`config.mk`:
```
export PLATFORM = sky130hd
export DESIGN_NAME = axi2memrq
export DESIGN_NICKNAME = d
export VERILOG_FILES = /design/src/rtl/axi2memrq.sv
export SDC_FILE = /design/constraint.sdc
export NUM_CORES = 1
export LEC_CHECK = 0
export ABC_AREA = 1
export CORE_ASPECT_RATIO = 1.75
export CORE_MARGIN = 4
export CORE_UTILIZATION = 25
export DETAILED_ROUTE_END_ITERATION = 16
export SLEW_MARGIN = 5
export SYNTH_ARGS = -nofsm -noshare
export SYNTH_HDL_FRONTEND = slang
export SYNTH_SLANG_ARGS = --single-unit
export TNS_END_PERCENT = 100
```
`constraint.sdc`:
```
create_clock -name clk -period 3.1 [get_ports clk]
set_clock_uncertainty 0.05 [all_clocks]
set_input_delay 0.465 -clock clk [delete_from_list [all_inputs] [get_ports clk]]
set_output_delay 0.465 -clock clk [all_outputs]
set_load 0.02 [all_outputs]
```
`src/rtl/axi2memrq.sv`:
```
// axi2memrq: AXI4-Lite responder that turns each read or write into one
// request on the simple memory-request (memrq) interface.
// One transaction is in flight at a time. Reads and writes alternate when both are pending.
// Optional feature: define AXI2MEMRQ_TIMEOUT_EN to answer SLVERR when memory
// never responds within TIMEOUT_CYCLES cycles of MEM_WAIT.
//
// state    | meaning
// ---------+------------------------------------------------------------
// IDLE     | waiting for a full write (AW+W) or read (AR) buffer
// MEM_WAIT | request issued, waiting for response_enable (or timeout)
// RESP     | B or R response presented, waiting for the master's ready
module axi2memrq #(
    parameter logic [31:0] BASE_ADDR      = 32'h0000_0000,
    parameter int unsigned TIMEOUT_CYCLES = 1024
) (
    input  logic        clk,
    input  logic        rst,
    input  logic [31:0] axi_awaddr,
    input  logic [2:0]  axi_awprot,
    input  logic        axi_awvalid,
    output logic        axi_awready,
    input  logic [31:0] axi_wdata,
    input  logic [3:0]  axi_wstrb,
    input  logic        axi_wvalid,
    output logic        axi_wready,
    output logic [1:0]  axi_bresp,
    output logic        axi_bvalid,
    input  logic        axi_bready,
    input  logic [31:0] axi_araddr,
    input  logic [2:0]  axi_arprot,
    input  logic        axi_arvalid,
    output logic        axi_arready,
    output logic [31:0] axi_rdata,
    output logic [1:0]  axi_rresp,
    output logic        axi_rvalid,
    input  logic        axi_rready,
    output logic        request_enable,
    output logic        req_mode,
    output logic [31:0] req_addr,
    output logic [31:0] req_wdata,
    output logic [3:0]  req_wstrb,
    input  logic        response_enable,
    input  logic [31:0] resp_data
);

    // memrq mode encoding shared with the memory side
    localparam logic MEMREQ_READ  = 1'b0;
    localparam logic MEMREQ_WRITE = 1'b1;

    typedef enum logic [1:0] {S_IDLE, S_MEM_WAIT, S_RESP} state_t;

    state_t      state_q;
    logic        aw_full_q, w_full_q, ar_full_q;
    logic [31:0] awaddr_q, wdata_q, araddr_q;
    logic [3:0]  wstrb_q;
    logic        prio_read_q;
    logic        cur_read_q;

    logic aw_hs, w_hs, ar_hs;
    logic wr_done, rd_done;
    logic wr_pend, pick_read;
    logic aw_full_d, w_full_d, ar_full_d;

    // Protection bits carry no meaning for memrq targets.
    logic unused_prot;
    assign unused_prot = ^{axi_awprot, axi_arprot};

    assign aw_hs   = axi_awvalid & axi_awready;
    assign w_hs    = axi_wvalid  & axi_wready;
    assign ar_hs   = axi_arvalid & axi_arready;
    assign wr_done = (state_q == S_RESP) & axi_bvalid & axi_bready;
    assign rd_done = (state_q == S_RESP) & axi_rvalid & axi_rready;

    // A handshake needs an empty buffer and a release needs a full one, so the two never coincide.
    assign aw_full_d = aw_hs ? 1'b1 : (wr_done ? 1'b0 : aw_full_q);
    assign w_full_d  = w_hs  ? 1'b1 : (wr_done ? 1'b0 : w_full_q);
    assign ar_full_d = ar_hs ? 1'b1 : (rd_done ? 1'b0 : ar_full_q);

    assign wr_pend   = aw_full_q & w_full_q;
    assign pick_read = ar_full_q & (~wr_pend | prio_read_q);

`ifdef AXI2MEMRQ_TIMEOUT_EN
    logic [31:0] tmo_cnt_q;
    logic        tmo_hit;
    assign tmo_hit = (tmo_cnt_q == 32'(TIMEOUT_CYCLES - 1));
`else
    localparam int unsigned unused_timeout = TIMEOUT_CYCLES;
`endif

    // One-entry capture buffers; ready mirrors "buffer empty" one cycle later.
    always_ff @(posedge clk) begin
        if (rst) begin
            aw_full_q   <= 1'b0;
            w_full_q    <= 1'b0;
            ar_full_q   <= 1'b0;
            awaddr_q    <= '0;
            wdata_q     <= '0;
            wstrb_q     <= '0;
            araddr_q    <= '0;
            axi_awready <= 1'b0;
            axi_wready  <= 1'b0;
            axi_arready <= 1'b0;
        end else begin
            aw_full_q   <= aw_full_d;
            w_full_q    <= w_full_d;
            ar_full_q   <= ar_full_d;
            axi_awready <= ~aw_full_d;
            axi_wready  <= ~w_full_d;
            axi_arready <= ~ar_full_d;
            if (aw_hs) awaddr_q <= axi_awaddr;
            if (w_hs) begin
                wdata_q <= axi_wdata;
                wstrb_q <= axi_wstrb;
            end
            if (ar_hs) araddr_q <= axi_araddr;
        end
    end

    // Transaction FSM: arbitrate, issue the memrq pulse, collect the response, hand it back.
    always_ff @(posedge clk) begin
        if (rst) begin
            state_q        <= S_IDLE;
            prio_read_q    <= 1'b1;
            cur_read_q     <= 1'b0;
            request_enable <= 1'b0;
            req_mode       <= 1'b0;
            req_addr       <= '0;
            req_wdata      <= '0;
            req_wstrb      <= '0;
            axi_bresp      <= 2'b00;
            axi_bvalid     <= 1'b0;
            axi_rdata      <= '0;
            axi_rresp      <= 2'b00;
            axi_rvalid     <= 1'b0;
`ifdef AXI2MEMRQ_TIMEOUT_EN
            tmo_cnt_q      <= '0;
`endif
        end else begin
            request_enable <= 1'b0;
            case (state_q)
                S_IDLE: begin
                    if (wr_pend | ar_full_q) begin
                        if (wr_pend & ar_full_q) prio_read_q <= ~prio_read_q;
                        cur_read_q     <= pick_read;
                        request_enable <= 1'b1;
                        if (pick_read) begin
                            req_mode <= MEMREQ_READ;
                            req_addr <= araddr_q - BASE_ADDR;
                        end else begin
                            req_mode  <= MEMREQ_WRITE;
                            req_addr  <= awaddr_q - BASE_ADDR;
                            req_wdata <= wdata_q;
                            req_wstrb <= wstrb_q;
                        end
`ifdef AXI2MEMRQ_TIMEOUT_EN
                        tmo_cnt_q <= '0;
`endif
                        state_q <= S_MEM_WAIT;
                    end
                end
                S_MEM_WAIT: begin
                    // A response in the issue cycle itself cannot belong to this request.
                    if (response_enable & ~request_enable) begin
                        if (cur_read_q) begin
                            axi_rdata  <= resp_data;
                            axi_rresp  <= 2'b00;
                            axi_rvalid <= 1'b1;
                        end else begin
                            axi_bresp  <= 2'b00;
                            axi_bvalid <= 1'b1;
                        end
                        state_q <= S_RESP;
                    end
`ifdef AXI2MEMRQ_TIMEOUT_EN
                    else if (tmo_hit) begin
                        if (cur_read_q) begin
                            axi_rdata  <= '0;
                            axi_rresp  <= 2'b10;
                            axi_rvalid <= 1'b1;
                        end else begin
                            axi_bresp  <= 2'b10;
                            axi_bvalid <= 1'b1;
                        end
                        state_q <= S_RESP;
                    end else begin
                        tmo_cnt_q <= tmo_cnt_q + 32'd1;
                    end
`endif
                end
                S_RESP: begin
                    if (rd_done) begin
                        axi_rvalid <= 1'b0;
                        state_q    <= S_IDLE;
                    end else if (wr_done) begin
                        axi_bvalid <= 1'b0;
                        state_q    <= S_IDLE;
                    end
                end
                default: state_q <= S_IDLE;
            endcase
        end
    end

endmodule

```
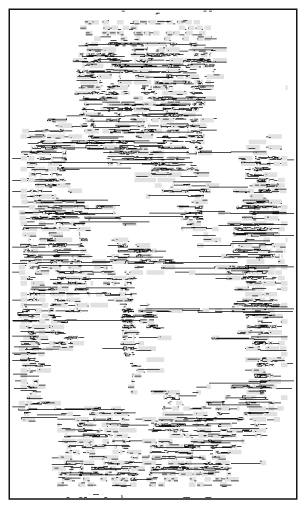
(M1 wires)
(2 px per µm) Cells faint in the background.
The wires run mostly horizontal. 1280 nets have wire on it.
via count: 7455
final wirelength: 24800 µm
met1 Resource Use GR: 14.4%

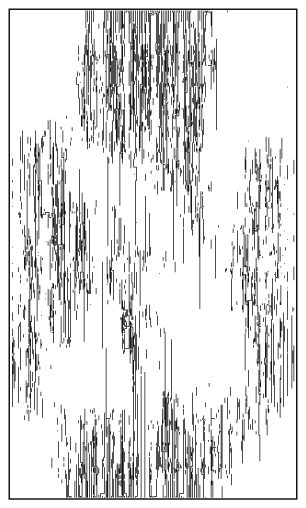
(signal wires on met2)
(2 px per µm)
1088 nets have wire on it. The wires run mostly vertical. The layer carries 12800 µm of wire. The layer holds 52% of the routed length. The longest straight run is 62.7 µm.
M2 GR Usage: 25.2%

==> results.json <==
{
  "topCellsByArea": "dfxtp_1, nor2_1, o21ai_0",
  "powerSeq_uw": 2950,
  "crit_required_ns": 2.58,
  "grt_pass1_wl_um": 38200,
  "comb-cell-share_pct": 27.2,
  "topRoutingLayerUsed": "met4",
  "timing.fmax_ghz": 0.479,
  "max-cap-violations": 0,
  "nWellTaps": 396,
  "path_buffers": 1,
  "clk_share_pct": 6.63,
  "power.switching_uw": 1560,
  "cts_buffers": 22,
  "final.setup.tns_ns": 0,
  "dominant_cells": "sequential cells",
  "cellLeakagePower_uw": 0.00460,
  "grt_pass1_vias": 7157,
  "ys.flop_type": "dfxtp_1",
  "met1_length_um": 9240,
  "final_layout_size_suffix_gt1_share_pct": 5.31,
  "io-pin-count": 257,
  "wire_per_inst_um": 14.6,
  "clock_power_share_pct": 43.0,
  "layout.nonclk_buf_share_pct": 22.9,
  "overflow": 0,
  "route.met2.wl_um": 12800,
  "r2r_setup_slack_ns": 1.25,
  "min_delay_path_depth": 2,
  "ys_sh_adder_pct": 0,
  "comb_cells": 729,
  "rsz0062_at_grt": "false",
  "p_total_uw": 6430,
  "drcViolationCount": 0,
  "synth-async-reset-ratio_pct": 0,
  "use_met3_pct": 3.01,
  "cp-start-kind": "flop",
  "die_h_um": 244,
  "critPathKind": "flop to output port",
  "clock_latency_ns": 0.51,
  "n_fill_cell": 3262,
  "status": "completed",
  "hold-worst-slack_ns": 0.417,
  "ys.flops": 214,
  "warning_count": 32,
  "clockBufferDepth": 3,
  "n_all_buffers": 266,
  "end_kind": "output port",
  "p_seq_share_pct": 45.9,
  "swShare_pct": 24.3,
  "cts_setup_buffers": 0,
  "flop-count": 214,
  "crit_end": "axi_arready",
  "dp_slack_ns": 0.742,
  "cp_num_cells": 1,
  "worstMarginPinSlew_ns": 0.590,
  "dp_hpwl_um": 17300,
  "yosys.area_share.aoi_pct": 11.4,
  "hold_end": "req_mode$_SDFFE_PP0P_",
  "die_w_um": 143,
  "top_cell": "nor2_1",
  "chipArea_um2": 34900,
  "dr_wl_met3_um": 1610,
  "peakVddDrop_uv": 412,
  "top_cell_area_share_pct": 53.8,
  "synth-seq-area-share_pct": 53.8,
  "p_comb_uw": 713,
  "p_comb_share_pct": 11.1,
  "yosys_area_um2": 7970,
  "setup_ws_ns": 1.01,
  "post-route-util_pct": 36.5,
  "grt.total_usage_pct": 13.7,
  "htree_levels": 1,
  "placed_area_um2": 10700,
  "cts_tree": "built",
  "hold_path.class": "flop to flop",
  "grt-busiest-layer": "met2",
  "crit_fanout": 2,
  "crit_family": "buffers and inverters",
  "rr_startpoint": "state_q[0]$_SDFFE_PP0P_",
  "via_per_inst": 4.39
}
